==> src/rtl/xdma_clock_pkg.sv <==
// Shared constants and helpers for the XDMA core-clock divider.
package xdma_clock_pkg;

  localparam int unsigned DEFAULT_DIV_W  = 8;
  localparam int unsigned DEFAULT_STEP_W = 16;

  // Channel index width: one spare bit so out-of-range indices are representable.
  function automatic int unsigned ch_idx_w(input int unsigned num_ch);
    return $clog2(num_ch) + 1;
  endfunction

  // A half-period of zero would never hit its boundary; treat it as one.
  function automatic logic [31:0] clamp_half(input logic [31:0] half);
    return (half == 32'd0) ? 32'd1 : half;
  endfunction

endpackage

==> src/rtl/xdma_clock_div_ch.sv <==
// One divided-clock channel: phase counter, run state, half-period with a single
// pending update slot. Optional step counter when XDMA_CLOCK_STEP_EN is defined.
module xdma_clock_div_ch
  import xdma_clock_pkg::*;
#(
  parameter int unsigned DIV_W      = DEFAULT_DIV_W,
`ifdef XDMA_CLOCK_STEP_EN
  parameter int unsigned STEP_W     = DEFAULT_STEP_W,
`endif
  parameter int unsigned RESET_HALF = 1
) (
  input  logic              clock,
  input  logic              reset,
  input  logic              enable,
  input  logic              cfg_wr,
  input  logic [DIV_W-1:0]  cfg_half,
`ifdef XDMA_CLOCK_STEP_EN
  input  logic              step_load,
  input  logic [STEP_W-1:0] step_count,
  output logic              step_busy,
`endif
  output logic              pending,
  output logic              apply,
  output logic              core_clock,
  output logic              core_rise
);

  logic [DIV_W-1:0] cnt_q, cnt_d;
  logic [DIV_W-1:0] half_q, half_d;
  logic [DIV_W-1:0] pend_half_q, pend_half_d;
  logic             run_q, run_d;
  logic             pend_q, pend_d;
  logic             clk_q, clk_d;
  logic             rise_q, rise_d;
  logic             request;
  logic             boundary;
  logic             low_hi;

  assign boundary   = run_q && (cnt_q == half_q - DIV_W'(1));
  assign low_hi     = boundary && !clk_q;
  // New half-periods only land at the start of a high phase, or immediately when idle.
  assign apply      = pend_q && (!run_q || low_hi);
  assign pending    = pend_q;
  assign core_clock = clk_q;
  assign core_rise  = rise_q;

`ifdef XDMA_CLOCK_STEP_EN
  logic [STEP_W-1:0] remaining_q, remaining_d;

  assign step_busy = (remaining_q != '0);
  assign request   = enable | step_busy;

  // Step budget: reload on request, count down on each rising edge produced.
  always_comb begin
    remaining_d = remaining_q;
    if (step_load && (step_count != '0)) begin
      remaining_d = step_count;
    end else if (rise_d && step_busy) begin
      remaining_d = remaining_q - STEP_W'(1);
    end
  end

  // Step budget register.
  always_ff @(posedge clock) begin
    if (reset) remaining_q <= '0;
    else       remaining_q <= remaining_d;
  end
`else
  assign request = enable;
`endif

  // Phase sequencing, start/stop decisions and half-period update slot.
  always_comb begin
    cnt_d       = cnt_q;
    run_d       = run_q;
    clk_d       = clk_q;
    rise_d      = 1'b0;
    half_d      = half_q;
    pend_d      = pend_q;
    pend_half_d = pend_half_q;

    if (!run_q) begin
      cnt_d = '0;
      clk_d = 1'b0;
      if (request) run_d = 1'b1;
    end else if (boundary) begin
      cnt_d = '0;
      if (clk_q) begin
        clk_d = 1'b0;
      end else if (request) begin
        clk_d  = 1'b1;
        rise_d = 1'b1;
      end else begin
        // Stop only from the low phase so a high pulse is never cut short.
        run_d = 1'b0;
      end
    end else begin
      cnt_d = cnt_q + DIV_W'(1);
    end

    if (apply) begin
      half_d = pend_half_q;
      pend_d = 1'b0;
    end
    if (cfg_wr) begin
      pend_d      = 1'b1;
      pend_half_d = DIV_W'(clamp_half(32'(cfg_half)));
    end
  end

  // Channel state register.
  always_ff @(posedge clock) begin
    if (reset) begin
      cnt_q       <= '0;
      run_q       <= 1'b0;
      clk_q       <= 1'b0;
      rise_q      <= 1'b0;
      half_q      <= DIV_W'(RESET_HALF);
      pend_q      <= 1'b0;
      pend_half_q <= '0;
    end else begin
      cnt_q       <= cnt_d;
      run_q       <= run_d;
      clk_q       <= clk_d;
      rise_q      <= rise_d;
      half_q      <= half_d;
      pend_q      <= pend_d;
      pend_half_q <= pend_half_d;
    end
  end

endmodule

==> src/rtl/xdma_clock_div.sv <==
// Multi-channel runtime-programmable clock divider for the XDMA co-sim wrapper.
// Optional feature: define XDMA_CLOCK_STEP_EN to add per-channel step (burst) control.
module xdma_clock_div
  import xdma_clock_pkg::*;
#(
  parameter int unsigned NUM_CH     = 2,
  parameter int unsigned DIV_W      = DEFAULT_DIV_W,
`ifdef XDMA_CLOCK_STEP_EN
  parameter int unsigned STEP_W     = DEFAULT_STEP_W,
`endif
  parameter int unsigned RESET_HALF = 1
) (
  input  logic                          clock,
  input  logic                          reset,
  input  logic [NUM_CH-1:0]             core_clock_enable,
  input  logic                          cfg_valid,
  output logic                          cfg_ready,
  input  logic [ch_idx_w(NUM_CH)-1:0]   cfg_ch,
  input  logic [DIV_W-1:0]              cfg_half,
`ifdef XDMA_CLOCK_STEP_EN
  input  logic                          step_valid,
  input  logic [ch_idx_w(NUM_CH)-1:0]   step_ch,
  input  logic [STEP_W-1:0]             step_count,
  output logic [NUM_CH-1:0]             step_busy,
`endif
  output logic [NUM_CH-1:0]             core_clock,
  output logic [NUM_CH-1:0]             core_rise
);

  localparam int unsigned ChW = ch_idx_w(NUM_CH);

  logic [NUM_CH-1:0] pending;
  logic [NUM_CH-1:0] apply;
  logic [NUM_CH-1:0] cfg_wr;

  // Ready follows the addressed channel's slot; out-of-range writes are taken and dropped.
  always_comb begin
    cfg_ready = 1'b1;
    for (int unsigned i = 0; i < NUM_CH; i++) begin
      if (cfg_ch == ChW'(i)) cfg_ready = ~pending[i] | apply[i];
    end
  end

  for (genvar g = 0; g < NUM_CH; g++) begin : g_ch
    assign cfg_wr[g] = cfg_valid & cfg_ready & (cfg_ch == ChW'(g));

    xdma_clock_div_ch #(
      .DIV_W      (DIV_W),
`ifdef XDMA_CLOCK_STEP_EN
      .STEP_W     (STEP_W),
`endif
      .RESET_HALF (RESET_HALF)
    ) u_ch (
      .clock      (clock),
      .reset      (reset),
      .enable     (core_clock_enable[g]),
      .cfg_wr     (cfg_wr[g]),
      .cfg_half   (cfg_half),
`ifdef XDMA_CLOCK_STEP_EN
      .step_load  (step_valid & (step_ch == ChW'(g))),
      .step_count (step_count),
      .step_busy  (step_busy[g]),
`endif
      .pending    (pending[g]),
      .apply      (apply[g]),
      .core_clock (core_clock[g]),
      .core_rise  (core_rise[g])
    );
  end

endmodule

==> config.mk <==
export PLATFORM = sky130hd
export DESIGN_NAME = xdma_clock_div
export DESIGN_NICKNAME = d
export VERILOG_FILES = /design/src/rtl/xdma_clock_pkg.sv /design/src/rtl/xdma_clock_div_ch.sv /design/src/rtl/xdma_clock_div.sv
export SDC_FILE = /design/constraint.sdc
export NUM_CORES = 1
export LEC_CHECK = 0
export CORE_MARGIN = 2
export CORE_UTILIZATION = 45
export DETAILED_ROUTE_END_ITERATION = 16
export GPL_ROUTABILITY_DRIVEN = 0
export HOLD_SLACK_MARGIN = 0.05
export PLACE_DENSITY_LB_ADDON = 0.08
export SETUP_SLACK_MARGIN = 0.4
export SYNTH_ARGS = -nofsm -noshare
export SYNTH_HDL_FRONTEND = slang
export SYNTH_SLANG_ARGS = --single-unit
==> constraint.sdc <==
create_clock -name clock -period 2.8 [get_ports clock]
set_input_delay 0.28 -clock clock [delete_from_list [all_inputs] [get_ports clock]]
set_output_delay 0.28 -clock clock [all_outputs]
set_load 0.02 [all_outputs]
Figure 1. Clock wires, drivers and flops (run 1).
(3 px per um)
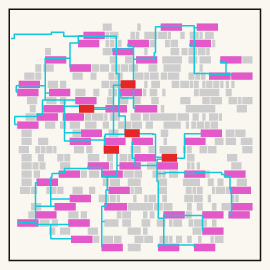
- flip-flops: magenta (count 56)
- clock wires: cyan (length 649 um)
- clock drivers: red (count 5)
- routed clock nets: 6
Worst Skew: 5.78 ps
Clk pwr share: 30.3%
Clk Latency, worst-skew pair: 300 ps
Clk power: 0.000454 W

Figure 2. Power grid (run 1).
(4 px per um) Pins as bars on the die edge.
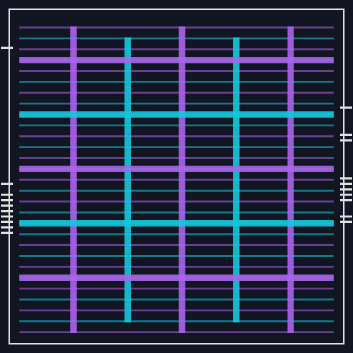
- VSS: purple
- VDD: cyan
- met5 straps: 5
- rows: 28
- met4 straps: 5

Figure 3. Gate-type map (run 1).
(3 px per um)
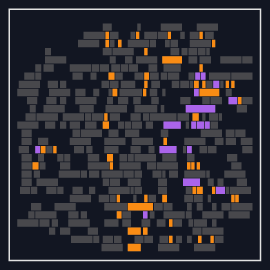
- NOR gates: orange (cells 50)
- inverting AOI/OAI gates: purple (cells 16)
most frequent logic cell in the layout: dfxtp_1
Layout Cells excl Fill: 404
Comb area share: 49.8%

==> flow_summary.yaml, run 1 <==
# implementation run metrics
run_status:
  status: "finished, final reports clean"
synthesis:
  top_area_share_pct: 39.7
  ys_sh_simple_pct: 25.4
  yosys.area_share.xor_xnor_pct: 11.2
  synth_cell_types: 46
  adder_share_pct: 1.77
  syn_nets: 317
  avgSynthCellArea_um2: 9.48
  compound_area_share_pct: 6.82
  ys_ff: 56
  synthesis.instances: 298
  synth.logic.top_family: "simple AND/OR/NAND/NOR gates"
  yosys_area_um2: 2830
  synth.most_common_cell: "dfxtp_1"
  edf_count: 0
timing:
  setup-violations-final: 0
  rsz0062_at_grt: "yes"
  max_freq_mhz: 382
  setup_slack_ps: 180
  finalHoldViolations: 0
  period_needed_ps: 2620
  finalSetupTns_ps: 0
  timing.hold.ws_ps: 484
layout:
  bufAreaShareNonClock_pct: 9.79
  reg_top3: "g_ch.u_ch.cnt_q x16, g_ch.u_ch.half_q x16, g_ch.u_ch.pend_half_q x16"
  nMultiInputCombCells: 220
  n_antenna_cell: 0
  fillers: 572
  finalNetCount: 347
  fin_area_um2: 3340
  fin_util_pct: 55.7
  syn_to_final_growth_pct: 18.0
  final_cell_mix: "dfxtp_1, nand2b_1, nor2_1"
  seq_share_pct: 33.7
  ff_count: 56
  clk_share_pct: 2.81
pwr:
  seq_cell_power_w: 0.000832
  vdd_drop_max_v: 0.000290
  maxPowerGroup: "registers"
  pwr-share-seq_pct: 55.5
  p_sw_share_pct: 24.7
  p_comb_share_pct: 14.2
  power.leakage_nw: 1.28
hold_path:
  hp-class: "reg2reg"
  hold_end: "g_ch[0].u_ch.cnt_q[0]"
  hold_depth: 1
place:
  dpl.cell_count: 394
  placed_area_um2: 3170
  dp_slack_ps: -20.6
  port_buffers: 19
die:
  nWellTaps: 75
  rows: 28
  coreArea_um2: 5990
  ios: 20
  dieArea_um2: 6930
  core_util_floorplan_pct: 47.2
  fp.dieW_um: 83.3
flow_run:
  cap_violations: 0
  warnings: 29
grt:
  antenna_found_initial: 0
  grt_pass1_vias: 1915
  grt.busiest_layer: "met1"
  grt.met2_usage_pct: 23.0
  grt_max_degree: 26
  grt_pass1_wl_um: 9150
  gr-usage-all-layers_pct: 16.0
critical_path:
  critPathBufInv: 2
  critPathArrivalTime_ps: 2340
  criticalPathCategory: "reg2out"
  critPathRequiredTime_ps: 2520
  worst_setup_path_start_kind: "register"
  cp_common_cell: "nor3b_4"
  r2r-end: "g_ch[0].u_ch.pend_half_q[0]"
  worstPathCellList: "inv_2 > ha_4 > nor3b_4 > xnor2_1 > or4_4 > nor3b_4 > a31o_2 > o31a_1 > buf_6"
  cp_max_fo: 3
  max_stage_delay_ps: 560
  rr_worst_depth: 10
  crit_start: "g_ch[0].u_ch.half_q[0]"
  crit_slowest_cell: "or4_4"
  crit_cells: 9
  crit_end: "cfg_ready"
  r2r_slack_ps: 450
  worstSetupEndpointType: "primary output"
clock_network:
  cts_buffers: 5
  clk_pin_slew_worst_paths_ps: 90
  h-tree-depth: 2
  post_cts_resized: 10
drt:
  ant_nets: 0
  viasPerCell: 5.09
  post_drt_wl_per_cell_um: 13.2
  drt_wl_total_um: 5340
  via_count: 2056
  route.met2.wl_um: 2130
  drtIter0Drc: 51
  wl_met3_um: 142
==> inputs of run 2 (changes only) <==
--- a/config.mk
+++ b/config.mk
@@ -5,6 +5,8 @@
 export SDC_FILE = /design/constraint.sdc
 export NUM_CORES = 1
 export LEC_CHECK = 0
+export ABC_AREA = 0
+export ABC_CLOCK_PERIOD_IN_PS = 2450
 export CORE_MARGIN = 2
 export CORE_UTILIZATION = 45
 export DETAILED_ROUTE_END_ITERATION = 16
==> constraint.sdc (replaced) <==
create_clock -name clock -period 2.45 [get_ports clock]
set_input_delay 0.245 -clock clock [delete_from_list [all_inputs] [get_ports clock]]
set_output_delay 0.245 -clock clock [all_outputs]
set_load 0.02 [all_outputs]
==> flow_summary.yaml, run 2 <==
# implementation run metrics
grt:
  grt_pass1_wl_um: 9750
  grt_pass1_vias: 2056
  gr-usage-all-layers_pct: 17.2
  grt_max_degree: 21
layout:
  syn_to_final_growth_pct: 31.7
  finalNetCount: 373
  nMultiInputCombCells: 221
  fin_cells: 430
  reg_top3: "g_ch.u_ch.cnt_q x16, g_ch.u_ch.half_q x16, g_ch.u_ch.pend_half_q x16"
  final_common_cell: "dfxtp_1"
  bufAreaShareNonClock_pct: 14.9
  comb_share_pct: 48.3
run_status:
  status: "complete, but fails checks"
  violations: "negative setup slack"
flow_run:
  warnings: 29
  cap_violations: 0
drt:
  ant_nets: 0
  via_count: 2159
  viasPerCell: 5.02
  route.met2.wl_um: 2490
critical_path:
  critPathArrivalTime_ps: 2350
  crit_slowest_cell: "or4_4"
  cp_common_cell: "nor3b_4"
  criticalPathCategory: "reg2out"
  cp_max_fo: 3
  max_stage_delay_ps: 550
  crit_cells: 9
  r2r_slack_ps: 40
  worstPathCellList: "inv_2 > ha_4 > nor3b_4 > xnor2_1 > or4_4 > nor3b_4 > a31o_2 > o31a_1 > buf_6"
  critPathBufInv: 2
  crit_end: "cfg_ready"
synthesis:
  syn_nets: 317
  synthesis.instances: 298
  ys_ff: 56
  synth_cell_types: 46
  synth.most_common_cell: "dfxtp_1"
  edf_count: 0
  yosys_area_um2: 2830
  compound_area_share_pct: 6.82
  ys_sh_simple_pct: 25.4
  avgSynthCellArea_um2: 9.48
  top_area_share_pct: 39.7
  synth.logic.top_family: "simple AND/OR/NAND/NOR gates"
  adder_share_pct: 1.77
pwr:
  p_comb_share_pct: 16.9
  powerClk_w: 0.000605
  power.leakage_nw: 1.47
  pwr-share-seq_pct: 50.7
  maxPowerGroup: "registers"
  seq_cell_power_w: 0.000948
  clkPwrFrac_pct: 32.4
  p_sw_share_pct: 24.8
  vdd_drop_max_v: 0.000458
hold_path:
  hold_depth: 2
  hp-class: "reg2reg"
  hold_end: "g_ch[1].u_ch.core_clock"
timing:
  setup-violations-final: 1
  finalHoldViolations: 0
  setup_slack_ps: -145
  timing.hold.ws_ps: 489
  rsz0062_at_grt: "yes"
  max_freq_mhz: 385
  finalSetupTns_ps: -145
clock_network:
  clk_pin_slew_worst_paths_ps: 100
  h-tree-depth: 2
  insertion_delay_ps: 300
  post_cts_resized: 31
die:
  ios: 20
  core_util_floorplan_pct: 47.2
  dieArea_um2: 6930
  nWellTaps: 75
place:
  placed_area_um2: 3320
  port_buffers: 19
Figure 4. Wiring by layer (run 2).
(6 px per um)
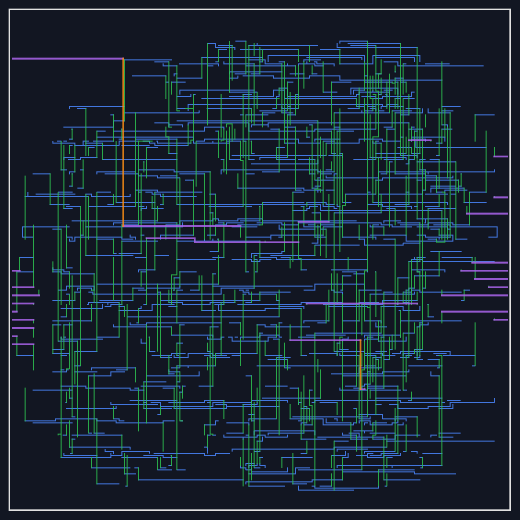
- metal 2: green (wire length 2,490 um)
- metal 1: blue (wire length 3,240 um)
- metal 4: orange (wire length 36.0 um)
- metal 3: purple (wire length 184 um)

==> inputs of run 3 (changes only) <==
--- a/config.mk
+++ b/config.mk
@@ -7,6 +7,7 @@
 export LEC_CHECK = 0
 export ABC_AREA = 0
 export ABC_CLOCK_PERIOD_IN_PS = 2450
+export CORE_ASPECT_RATIO = 1.1
 export CORE_MARGIN = 2
 export CORE_UTILIZATION = 45
 export DETAILED_ROUTE_END_ITERATION = 16
==> flow_summary.yaml, run 3 <==
# implementation run metrics
layout:
  final_common_cell: "dfxtp_1"
  bufAreaShareNonClock_pct: 14.5
  fin_area_um2: 3720
  fin_cells: 434
  finalNetCount: 372
  final_cell_mix: "dfxtp_1, buf_4, nand2b_1"
  clk_share_pct: 2.59
  n_antenna_cell: 0
  fillers: 559
  nMultiInputCombCells: 220
  seq_share_pct: 30.5
  fin_util_pct: 60.8
  reg_top3: "g_ch.u_ch.cnt_q x16, g_ch.u_ch.half_q x16, g_ch.u_ch.pend_half_q x16"
  inv_count: 9
  comb_share_pct: 48.8
  syn_to_final_growth_pct: 31.7
  ff_count: 56
critical_path:
  rr_worst_depth: 11
  crit_end: "cfg_ready"
  critPathArrivalTime_ps: 2330
  crit_cells: 9
  worstSetupEndpointType: "primary output"
  criticalPathCategory: "reg2out"
  cp_max_fo: 3
  critPathRequiredTime_ps: 2200
  max_stage_delay_ps: 560
  crit_slowest_cell: "or4_4"
  critPathBufInv: 2
  crit_start: "g_ch[0].u_ch.half_q[0]"
  worst_setup_path_start_kind: "register"
  r2r-end: "g_ch[0].u_ch.cnt_q[6]"
  worstPathCellList: "inv_2 > ha_4 > nor3b_4 > xnor2_1 > or4_4 > nor3b_4 > a31o_2 > o31a_1 > buf_6"
  r2r_slack_ps: 90
drt:
  wl_met3_um: 82
  top_layer: "met4"
  route.met2.wl_um: 3110
  post_drt_wl_per_cell_um: 13.1
  drt_wl_total_um: 5690
  drtIter0Drc: 48
  via_count: 2133
timing:
  min_period_over_period_pct: 105
  period_needed_ps: 2570
  max_freq_mhz: 389
  finalSetupTns_ps: -122
  timing.hold.ws_ps: 477
  finalHoldViolations: 0
  rsz0062_at_grt: "yes"
  setup_slack_ps: -122
  skew_ps: 7.94
  setup-violations-final: 1
grt:
  grt.met2_usage_pct: 33.4
  grt.busiest_layer: "met2"
  antenna_found_initial: 0
  grt_pass1_vias: 2122
  gr-usage-all-layers_pct: 18.5
  grt_pass1_wl_um: 10200
  grt_max_degree: 34
synthesis:
  ys_ff: 56
  synth.most_common_cell: "dfxtp_1"
  yosys.area_share.xor_xnor_pct: 11.2
  top_area_share_pct: 39.7
  avgSynthCellArea_um2: 9.48
  adder_share_pct: 1.77
  synth.logic.top_family: "simple AND/OR/NAND/NOR gates"
  synthesis.instances: 298
  edf_count: 0
  ys_sh_simple_pct: 25.4
  syn_nets: 317
  yosys_area_um2: 2830
  synth_cell_types: 46
  compound_area_share_pct: 6.82
place:
  port_buffers: 19
  dpl.cell_count: 418
  dp_slack_ps: -345
  placed_area_um2: 3350
die:
  rows: 30
  die_h_um: 87.1
  ios: 20
  core_util_floorplan_pct: 46.2
  nWellTaps: 80
  fp.dieW_um: 79.6
  coreArea_um2: 6120
  dieArea_um2: 6930
flow_run:
  cap_violations: 0
  warnings: 29
pwr:
  maxPowerGroup: "registers"
  seq_cell_power_w: 0.000946
  power.leakage_nw: 1.45
  p_comb_share_pct: 16.8
  clkPwrFrac_pct: 30.1
  vdd_drop_max_v: 0.000339
  p_sw_share_pct: 25.6
clock_network:
  insertion_delay_ps: 310
  cts_buffers: 5
  clk_pin_slew_worst_paths_ps: 100
  h-tree-depth: 2
  post_cts_resized: 25
hold_path:
  hold_end: "g_ch[0].u_ch.half_q[3]"
  hp-class: "reg2reg"
  hold_depth: 2
run_status:
  violations: "negative setup slack"
  status: "complete, but fails checks"
Figure 5. Wiring by layer (run 3).
(6 px per um)
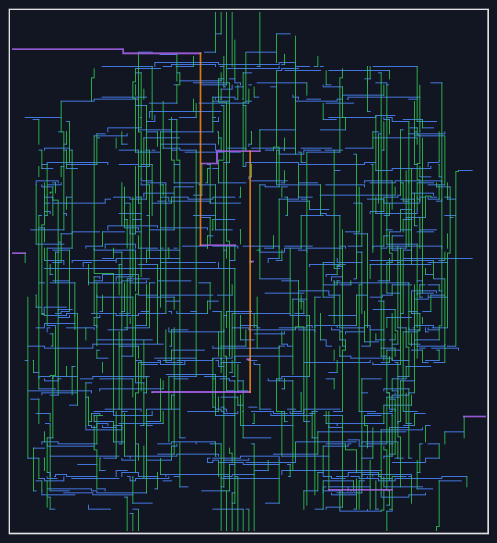
- metal 2: green (wire length 3,110 um)
- metal 3: purple (wire length 82.3 um)
- metal 4: orange (wire length 72.1 um)
- metal 1: blue (wire length 2,430 um)

Power and IR drop assume default switching activity.
